### config.mk
export PLATFORM = sky130hd
export DESIGN_NAME = memory_arbiter_flat
export DESIGN_NICKNAME = d
export VERILOG_FILES = /design/src/rtl/memory_arbiter_if.sv /design/src/rtl/memory_arbiter.sv /design/src/flat_wrapper.sv
export SDC_FILE = /design/constraint.sdc
export NUM_CORES = 1
export LEC_CHECK = 0
export CAP_MARGIN = 15
export CORE_AREA = 2 2 104 106
export DETAILED_ROUTE_END_ITERATION = 16
export DIE_AREA = 0 0 106 108
export PLACE_DENSITY = 0.67
export SYNTH_ARGS = -nofsm -noshare
export SYNTH_HDL_FRONTEND = slang
export SYNTH_SLANG_ARGS = --single-unit
export TNS_END_PERCENT = 1
### constraint.sdc
create_clock -name CLK -period 2.1 [get_ports CLK]
set_input_delay 0.21 -clock CLK [delete_from_list [all_inputs] [get_ports CLK]]
set_output_delay 0.21 -clock CLK [all_outputs]
set_load 0.01 [all_outputs]
### src/rtl/memory_arbiter_if.sv
// rtl/memory_arbiter_if.sv - cache/RAM handshake bundle for memory_arbiter
//
// Purpose: groups the icache, dcache and RAM signals of the arbiter.
// Modports:
//   slave  - the arbiter: takes cache requests and RAM status/data,
//            drives cache waits/loads and RAM enables/address/data/err.
//   master - the environment (caches + RAM model) on the other side.
// Signals:
//   iREN/iaddr, dREN/dWEN/daddr/dstore   cache requests
//   iwait/iload, dwait/dload             cache responses
//   ramREN/ramWEN/ramaddr/ramstore       RAM command
//   ramload/ramstate                     RAM response (00 FREE, 01 BUSY, 10 ACCESS, 11 ERROR)
//   err                                  sticky error flag
interface memory_arbiter_if;
   logic        iREN;
   logic [31:0] iaddr;
   logic        dREN;
   logic        dWEN;
   logic [31:0] daddr;
   logic [31:0] dstore;
   logic        iwait;
   logic        dwait;
   logic [31:0] iload;
   logic [31:0] dload;
   logic        ramREN;
   logic        ramWEN;
   logic [31:0] ramaddr;
   logic [31:0] ramstore;
   logic [31:0] ramload;
   logic [1:0]  ramstate;
   logic        err;

   modport slave (
      input  iREN, iaddr, dREN, dWEN, daddr, dstore, ramload, ramstate,
      output iwait, dwait, iload, dload, ramREN, ramWEN, ramaddr, ramstore, err
   );

   modport master (
      output iREN, iaddr, dREN, dWEN, daddr, dstore, ramload, ramstate,
      input  iwait, dwait, iload, dload, ramREN, ramWEN, ramaddr, ramstore, err
   );
endinterface

### src/rtl/memory_arbiter.sv
// rtl/memory_arbiter.sv - two-requester (icache/dcache) single-RAM arbiter
//
// Purpose: serves one cache request at a time against a single RAM port.
// Ties are broken against the side granted last. A serve state completes on
// RAM ACCESS (real data), ERROR or timeout (BADWORD + sticky err), or is
// abandoned silently when the requester withdraws.
// Ports:
//   CLK   - system clock, rising edge
//   nRST  - asynchronous active-low reset
//   bus   - memory_arbiter_if.slave (cache requests/responses, RAM port, err)
// Parameters:
//   TIMEOUT - max serve cycles without ACCESS before giving up
//   BADWORD - load value returned on error/timeout
module memory_arbiter #(
   parameter int          TIMEOUT = 255,
   parameter logic [31:0] BADWORD = 32'hBAD1BAD1
) (
   input logic              CLK,
   input logic              nRST,
   memory_arbiter_if.slave  bus
);
   localparam int CW = (TIMEOUT < 1) ? 1 : $clog2(TIMEOUT + 1);

   localparam logic [1:0] RS_ACCESS = 2'b10;
   localparam logic [1:0] RS_ERROR  = 2'b11;

   typedef enum logic [1:0] {IDLE, ISERV, DSERV} state_t;

   state_t        state;
   logic          last_grant;   // 0 = icache, 1 = dcache
   logic [CW-1:0] cnt;
   logic          err_q;

   logic ireq, dreq, serve_req, done_ok, done_bad;

   assign ireq      = bus.iREN;
   assign dreq      = bus.dREN | bus.dWEN;
   assign serve_req = (state == ISERV) ? ireq : (state == DSERV) ? dreq : 1'b0;
   // ACCESS takes priority over a coincident timeout: the data is genuine.
   assign done_ok   = serve_req && (bus.ramstate == RS_ACCESS);
   assign done_bad  = serve_req && !done_ok &&
                      ((bus.ramstate == RS_ERROR) || (cnt == CW'(TIMEOUT)));

   always_ff @(posedge CLK or negedge nRST) begin
      if (!nRST) begin
         state      <= IDLE;
         last_grant <= 1'b1;
         cnt        <= '0;
         err_q      <= 1'b0;
      end else begin
         case (state)
            IDLE: begin
               cnt <= '0;
               if (ireq && dreq)
                  state <= last_grant ? ISERV : DSERV;
               else if (dreq)
                  state <= DSERV;
               else if (ireq)
                  state <= ISERV;
            end
            ISERV, DSERV: begin
               if (!serve_req) begin
                  state <= IDLE;
                  cnt   <= '0;
               end else if (done_ok || done_bad) begin
                  state      <= IDLE;
                  cnt        <= '0;
                  last_grant <= (state == DSERV);
                  if (done_bad)
                     err_q <= 1'b1;
               end else begin
                  cnt <= cnt + 1'b1;
               end
            end
            default: state <= IDLE;
         endcase
      end
   end

   // Outputs are combinational from state and inputs so a completion is seen
   // in the same cycle the RAM reports ACCESS/ERROR. Reset forces IDLE, which
   // makes every output take its reset value immediately.
   always_comb begin
      bus.iwait    = 1'b1;
      bus.dwait    = 1'b1;
      bus.iload    = '0;
      bus.dload    = '0;
      bus.ramREN   = 1'b0;
      bus.ramWEN   = 1'b0;
      bus.ramaddr  = '0;
      bus.ramstore = '0;
      bus.err      = err_q;
      if (serve_req) begin
         if (state == ISERV) begin
            bus.ramREN  = 1'b1;
            bus.ramaddr = bus.iaddr;
            if (done_ok || done_bad) begin
               bus.iwait = 1'b0;
               bus.iload = done_ok ? bus.ramload : BADWORD;
            end
         end else begin
            bus.ramaddr  = bus.daddr;
            bus.ramstore = bus.dstore;
            bus.ramWEN   = bus.dWEN;
            bus.ramREN   = !bus.dWEN;
            if (done_ok || done_bad) begin
               bus.dwait = 1'b0;
               if (done_bad)
                  bus.dload = BADWORD;
               else if (!bus.dWEN)
                  bus.dload = bus.ramload;
            end
         end
      end
   end
endmodule

### src/flat_wrapper.sv
// flat-port wrapper written by rule: the top's interface ports become plain ports
module memory_arbiter_flat 
#(
   parameter int          TIMEOUT = 255,
   parameter logic [31:0] BADWORD = 32'hBAD1BAD1
)
  (CLK, nRST, bus_iREN, bus_iaddr, bus_dREN, bus_dWEN, bus_daddr, bus_dstore, bus_ramload, bus_ramstate, bus_iwait, bus_dwait, bus_iload, bus_dload, bus_ramREN, bus_ramWEN, bus_ramaddr, bus_ramstore, bus_err);
  memory_arbiter_if bus_i ();
  input logic CLK;
  input logic nRST;
  input wire logic [$bits(bus_i.iREN)-1:0] bus_iREN;
  input wire logic [$bits(bus_i.iaddr)-1:0] bus_iaddr;
  input wire logic [$bits(bus_i.dREN)-1:0] bus_dREN;
  input wire logic [$bits(bus_i.dWEN)-1:0] bus_dWEN;
  input wire logic [$bits(bus_i.daddr)-1:0] bus_daddr;
  input wire logic [$bits(bus_i.dstore)-1:0] bus_dstore;
  input wire logic [$bits(bus_i.ramload)-1:0] bus_ramload;
  input wire logic [$bits(bus_i.ramstate)-1:0] bus_ramstate;
  output wire logic [$bits(bus_i.iwait)-1:0] bus_iwait;
  output wire logic [$bits(bus_i.dwait)-1:0] bus_dwait;
  output wire logic [$bits(bus_i.iload)-1:0] bus_iload;
  output wire logic [$bits(bus_i.dload)-1:0] bus_dload;
  output wire logic [$bits(bus_i.ramREN)-1:0] bus_ramREN;
  output wire logic [$bits(bus_i.ramWEN)-1:0] bus_ramWEN;
  output wire logic [$bits(bus_i.ramaddr)-1:0] bus_ramaddr;
  output wire logic [$bits(bus_i.ramstore)-1:0] bus_ramstore;
  output wire logic [$bits(bus_i.err)-1:0] bus_err;
  assign bus_i.iREN = bus_iREN;
  assign bus_i.iaddr = bus_iaddr;
  assign bus_i.dREN = bus_dREN;
  assign bus_i.dWEN = bus_dWEN;
  assign bus_i.daddr = bus_daddr;
  assign bus_i.dstore = bus_dstore;
  assign bus_i.ramload = bus_ramload;
  assign bus_i.ramstate = bus_ramstate;
  assign bus_iwait = bus_i.iwait;
  assign bus_dwait = bus_i.dwait;
  assign bus_iload = bus_i.iload;
  assign bus_dload = bus_i.dload;
  assign bus_ramREN = bus_i.ramREN;
  assign bus_ramWEN = bus_i.ramWEN;
  assign bus_ramaddr = bus_i.ramaddr;
  assign bus_ramstore = bus_i.ramstore;
  assign bus_err = bus_i.err;
  memory_arbiter #(.TIMEOUT(TIMEOUT), .BADWORD(BADWORD)) u_core (.CLK(CLK), .nRST(nRST), .bus(bus_i));
endmodule
==> run_1/pinout.png <==
Pins as bars across the die edge, other pins in grey.
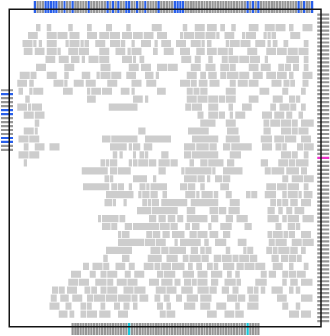
legend:
  magenta:
    port: bus_ramWEN
    pins: 1
    direction: output
    edge: east
  blue:
    port: bus_daddr
    pins: 32
    direction: input
    edge: 27 north, 5 west
  cyan:
    port: bus_ramstate
    pins: 2
    direction: input
    edge: south
Die Width: 106 µm
# port buffers: 267

==> run_1/clock_nets.png <==
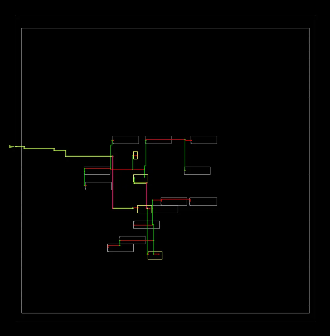
clock skew: 0.007682 ns
CTS buffer count: 3
clk latency late pin: 0.24 ns
Clk power: 225 µW
registers: 12

==> run_1/layers.png <==
Scale bar: 20 µm.
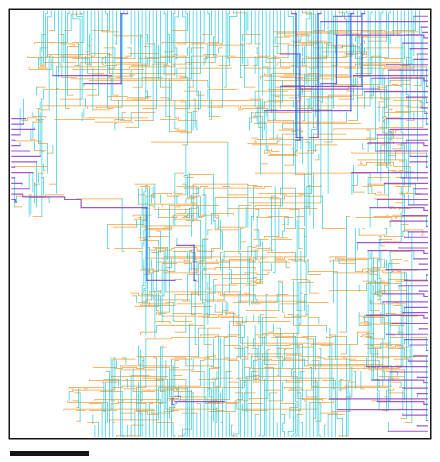
legend:
  cyan:
    layer: M2
    wire_length: 6210 µm
  purple:
    layer: M3
    wire_length: 848 µm
  orange:
    layer: M1
    wire_length: 4670 µm
  blue:
    layer: M4
    wire_length: 184 µm
total routed wirelength: 11910 µm
via count: 3257

==> run_1/clock_wires.png <==
Scale bar: 20 µm.
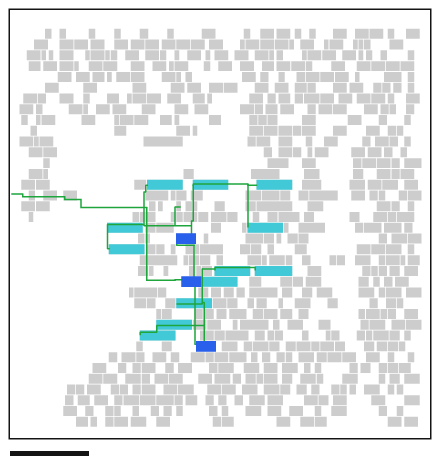
legend:
  blue:
    item: clock-net drivers
    count: 3
  green:
    item: clock wires
    length: 245 µm
  cyan:
    item: flip-flops
    count: 12
routed clock nets: 4
Clk pwr share: 0.064

==> flow_summary.json, run 1 <==
{
  "crit_slowest_cell": "dfrtp_1",
  "dr_wl_met2_um": 6208,
  "comb_share": 0.3416,
  "ys_chip_area_um2": 2156,
  "cts.repair.resized": 300,
  "clkCellAreaFrac": 0.008606,
  "crit_cells": 7,
  "yosysTopAreaCellShare": 0.1486,
  "cts.root.buffer_cell": "clkbuf_8",
  "worst_setup_path_startpoint": "u_core.state[0]",
  "n_fill_cell": 995,
  "critical_path_arrival_ns": 1.99,
  "power_frac_seq": 0.086,
  "power_density_nw_per_um2": 671.4,
  "synthSimpleGateAreaFrac": 0.3976,
  "layout.cells.most_common": "clkdlybuf4s50_1",
  "worst_slack_ns": -0.1027,
  "cts_tree": "done",
  "tightest_slew_ns": 0.6012,
  "required_ns": 1.89,
  "setup_viol": 30,
  "die_area_um2": 11450,
  "warnings": 31,
  "ff_latch_area_um2": 301.5,
  "powerComb_mw": 2.99,
  "use_met2": 0.3493,
  "seq-power_uw": 301,
  "drive_above_1_share": 0.2799,
  "netlist_area_um2": 2156,
  "taps": 136,
  "violations": "setup timing",
  "status": "finished, violations left",
  "highest_layer": "met4",
  "largest-register": "u_core.cnt"
}
==> run_1/ff_map.png <==
Other sequential cells in the stronger grey, the rest of the logic in the fainter grey.
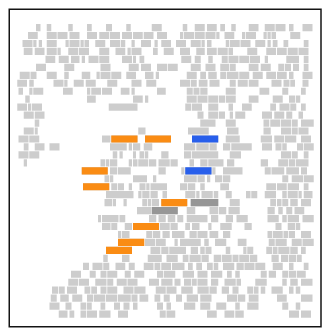

==> run 1 -> run 2 <==
TNS_END_PERCENT = 30   (was 1)
==> run_2/ff_map.png <==
Other sequential cells in the stronger grey, the rest of the logic in the fainter grey.
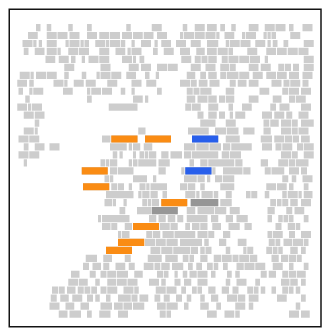
legend:
  blue:
    name_in_the_netlist: u_core.state
    placed_flops: 2
  orange:
    name_in_the_netlist: u_core.cnt
    placed_flops: 8
not coloured: 2
post-layout util: 0.5117
Seq area share: 0.05760
Power Sequential: 308 µW
Reg area: 301.5 µm²

==> run 2 against run 1 <==
  * The run still ends with setup timing left
  * Worst setup slack got worse by 0.057 ns
  * Design area barely moved
  * Sequential share of layout area is essentially flat
  * Non-clock buffer count is 6 higher
  * Via count increased by 0.86%
  * Cell count grew 0.82%
  * Critical endpoint is now u_core.cnt[5]
  * Synthesized area did not move
  * Largest power group unchanged
  * Synthesized cell count is the same
  * Critical path type is now flip-flop to flip-flop
  * Sequential power up 2%
  * Worst hold slack worse by 0.015 ns
  * Largest cell class unchanged
  * First-iteration DRC count increased by 6.8%
==> flow_summary.json, run 2 <==
{
  "status": "finished, violations left",
  "violations": "setup timing",
  "synthSimpleGateAreaFrac": 0.3976,
  "n_fill_cell": 991,
  "setup_viol": 34,
  "yosysTopAreaCellShare": 0.1486,
  "clk_latency_ns": 0.25,
  "clockPowerShare": 0.062,
  "critical_path_arrival_ns": 2.40,
  "use_met2": 0.3525,
  "warnings": 31,
  "core.rowCount": 37,
  "ys_chip_area_um2": 2156,
  "largest-register": "u_core.cnt",
  "r2r_end": "u_core.cnt[5]",
  "power_frac_seq": 0.084,
  "cts_tree": "done",
  "cts_sinks": 12,
  "wl_um": 12010,
  "grt_max_degree": 33,
  "cts_buffers": 3,
  "area_delta_synth_final_pct": 142.8,
  "die_area_um2": 11450,
  "finalClockSkew_ns": 0.01063,
  "dr_wl_met2_um": 6235,
  "highest_layer": "met4",
  "clkCellAreaFrac": 0.008604,
  "path_buffers": 5,
  "layout.cells.most_common": "clkdlybuf4s50_1",
  "fp.dieW_um": 106,
  "worst_setup_path_startpoint": "u_core.state[0]",
  "drive_above_1_share": 0.2988,
  "taps": 136,
  "cts.repair.resized": 282,
  "powerComb_mw": 3.14,
  "power_density_nw_per_um2": 701.7,
  "comb_share": 0.3564,
  "route.vias.total": 3285,
  "worst_slack_ns": -0.1594,
  "fp.dieH_um": 108,
  "power_top_consumer": "combinational logic",
  "cts.root.buffer_cell": "clkbuf_8",
  "netlist_area_um2": 2156
}
==> run_2/pinout.png <==
Pins as bars across the die edge, other pins in grey.
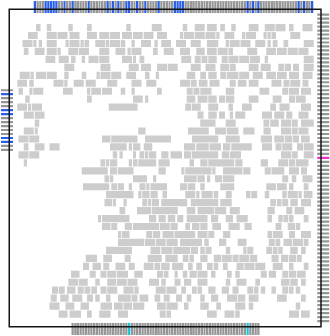

==> run 2 -> run 3 <==
SKIP_LAST_GASP = 1   (was default)
==> run_3/pinout.png <==
Pins as bars across the die edge, other pins in grey.
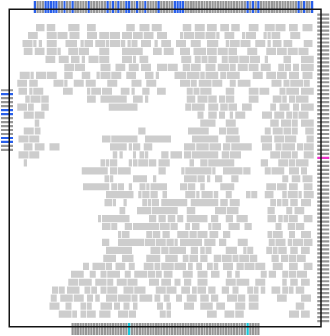
legend:
  cyan:
    port: bus_ramstate
    pins: 2
    direction: input
    edge: south
  blue:
    port: bus_daddr
    pins: 32
    direction: input
    edge: 27 north, 5 west
  magenta:
    port: bus_ramWEN
    pins: 1
    direction: output
    edge: east
all pins by edge: 104 north, 78 east, 70 south, 16 west
Die Y: 108 µm

==> run 3 against run 2 <==
  * The run still ends with setup timing left
  * Design area grew 8.2%
  * Clock skew is 0.0031 ns lower
  * Synthesized area unchanged
  * Clock power about the same
  * Highest routed layer unchanged
  * Worst hold slack gained 0.012 ns
  * Critical path type is now flip-flop to primary output
  * Global-route usage barely moved
  * Power up 9.2%
  * Count of clock-buffer cells in the layout did not move
==> flow_summary.json, run 3 <==
{
  "status": "finished, violations left",
  "violations": "setup timing",
  "crit_slowest_cell": "clkdlybuf4s50_1",
  "sh_seq_area": 0.05321,
  "worst_slack_ns": -0.2300,
  "worst_setup_path_startpoint": "u_core.state[1]",
  "setup_viol": 102,
  "yosysTopAreaCellShare": 0.1486,
  "taps": 136,
  "die_area_um2": 11450,
  "crit_cells": 8,
  "cts_sinks": 12,
  "route.vias.total": 3343,
  "pwr.group.clock_uw": 225,
  "seq_cells": 12,
  "comb_share": 0.3230,
  "area_delta_synth_final_pct": 162.9,
  "layout.cells.most_common": "clkdlybuf4s50_1",
  "seq-power_uw": 308,
  "port_buffers": 267,
  "clkCellAreaFrac": 0.007949,
  "power_top_consumer": "combinational logic",
  "finalClockSkew_ns": 0.007581,
  "required_ns": 1.89
}
No activity file was given, so power comes from the tool's default toggle rates.
